==> config.mk <==
export PLATFORM = sky130hd
export DESIGN_NAME = if_fetch_unit_flat
export DESIGN_NICKNAME = d
export VERILOG_FILES = /design/src/rtl/if_fetch_unit_if.sv /design/src/rtl/if_fetch_unit.sv /design/src/flat_wrapper.sv
export SDC_FILE = /design/constraint.sdc
export NUM_CORES = 1
export LEC_CHECK = 0
export ABC_CLOCK_PERIOD_IN_PS = 10000
export CORE_UTILIZATION = 39
export DETAILED_ROUTE_END_ITERATION = 10
export PLACE_DENSITY = 0.66
export RECOVER_POWER = 50
export SLEW_MARGIN = 5
export SYNTH_ARGS = -nofsm -noshare
export SYNTH_HDL_FRONTEND = slang
export SYNTH_SLANG_ARGS = --single-unit
==> constraint.sdc <==
create_clock -name clk -period 10 [get_ports clk]
set_clock_uncertainty 0.1 [all_clocks]
set_input_delay 1 -clock clk [delete_from_list [all_inputs] [get_ports clk]]
set_output_delay 1 -clock clk [all_outputs]
set_load 0.1 [all_outputs]
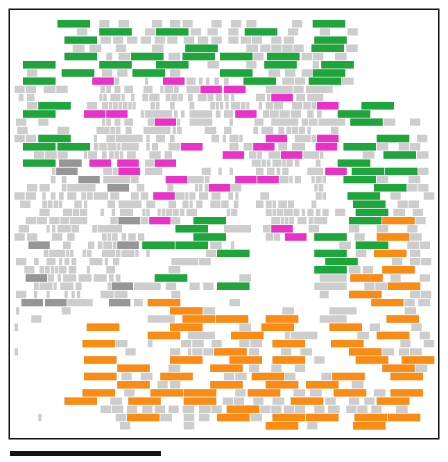
(images/ff_map.png)
Scale bar: 50 um.
| name in the netlist | color | sequential cells |
|---|---|---|
| u_core.inst_mem_q | orange | 64 |
| u_core.pc_mem_q | green | 60 |
| u_core.bus.imem_req_addr | magenta | 30 |
not colored: 12
fin util: 52.8%
FF/Latch Area: 0.00457 sq mm

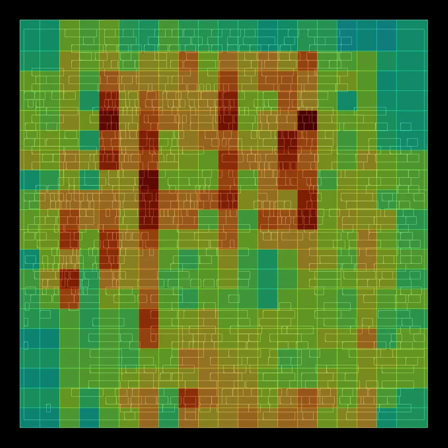
(images/congestion_map.png)
GRT met3 Usage: 3.61%
gr busiest metal: met2

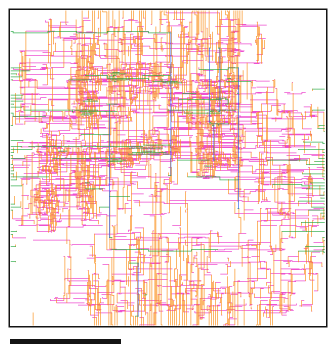
(images/layers.png)
Scale bar: 50 um.
| layer | color | wire length |
|---|---|---|
| M3 | green | 1000 um |
| M1 | magenta | 7990 um |
| M4 | blue | 288 um |
| M2 | orange | 9300 um |
Total GRT Usage: 19.0%
Final Routed Wirelength: 18600 um
wire per inst: 18.3 um
vias: 5541

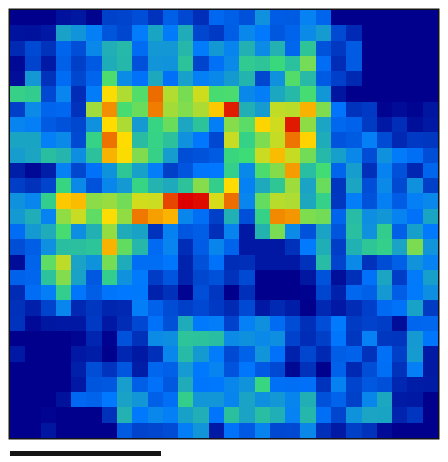
(images/route_heat.png)
Scale bar: 50 um. The die is cut into 28 by 28 equal tiles; dark blue is low, red is high, scaled to the fullest tile. Values are wire area over tile area, all layers added.
nearly empty tiles: 12%
emptiest ninth of the die: bottom left
fullest tile: 0.56
mean over tiles: 0.15

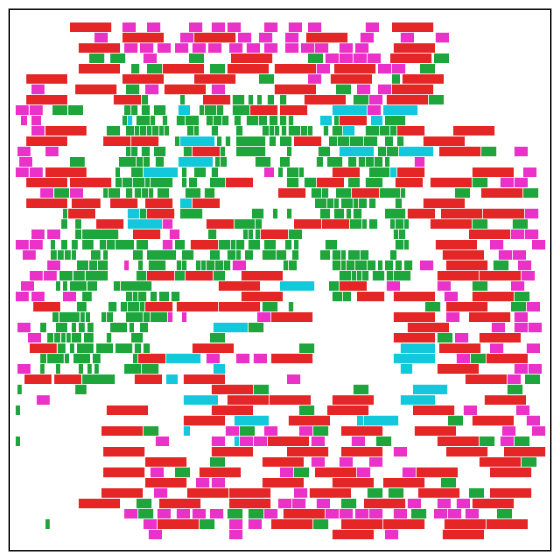
(images/class_map.png)
| class | color | cells | share of their area |
|---|---|---|---|
| registers | red | 166 | 47% |
| remaining buffers and delay cells | magenta | 173 | 17% |
| remaining logic cells | green | 382 | 30% |
| clock drivers and dummy loads | cyan | 32 | 5.7% |
final instance area: 0.0100 sq mm
Cell Rows: 50

==> flow_summary.yaml <==
# generated from flow reports
yosys:
  flop_cell: "edfxtp_1"
  largest_area_cell: "edfxtp_1"
  logic_family: "AND-OR/OR-AND gates"
  synthDominantCellAreaShare_pct: 48.8
  avgSynthCellArea_sq_um: 13.0
  yosys.area_share.aoi_pct: 14.3
  mux_share_pct: 9.15
  ys_top_cells_by_area: "edfxtp_1 (49%), dfxtp_1 (11%), mux2_2 (9.1%)"
drt:
  wl_met2_um: 9300
  antenna_left: 0
  remaining_drc_errors: 0
run_status:
  violations: "capacitance limit, slew limit"
  run_status: "complete, but fails checks"
cts:
  cts_buffer_depth: 2
worst_setup_path:
  endpoint_kind: "flip-flop"
  cp.arrival_ns: 5.45
  required_ns: 9.90
finish:
  syn_to_final_growth_pct: 31.1
  layout.nets: 820
  fin_cells: 1013
place:
  post-place-ws_ns: 5.28
power_and_ir_drop:
  ir_worst_vdd_mv: 0.116
  p_switching_mw: 0.541
run:
  maxCapViolations: 4
  openroad.warnings: 30
timing:
  setup_viol: 0
  drv_slew: 174
grt:
  grt_antenna_before_repair: 0
==> synth_stat cells, types with 6 or more instances <==
cell type,count
a211oi_1,11
a21oi_1,27
a31oi_1,7
and3_1,8
buf_4,6
clkbuf_1,23
dfxtp_1,42
edfxtp_1,124
ha_1,10
inv_1,21
mux2_2,62
nand2_1,44
nand3_1,11
nand4_1,8
nor2_1,22
nor3_1,6
o21ai_0,24
o22ai_1,8
o32ai_1,9
==> routing by layer <==
layer	GRT usage [%]	vias to the layer above
li1	-	2578
met1	24.4	2746
met2	31.5	198
met3	3.61	19
met4	7.47	0
met5	0	-
==> layout make-up <==
type,instances,share of cell area [%]
clock buffers,17,4.25
clock inverters,15,1.31
inverters,22,0.825
multi-input cells,360,27.8
flip-flops and latches,166,45.6
well taps,260,3.25
repair buffers,173,16.9
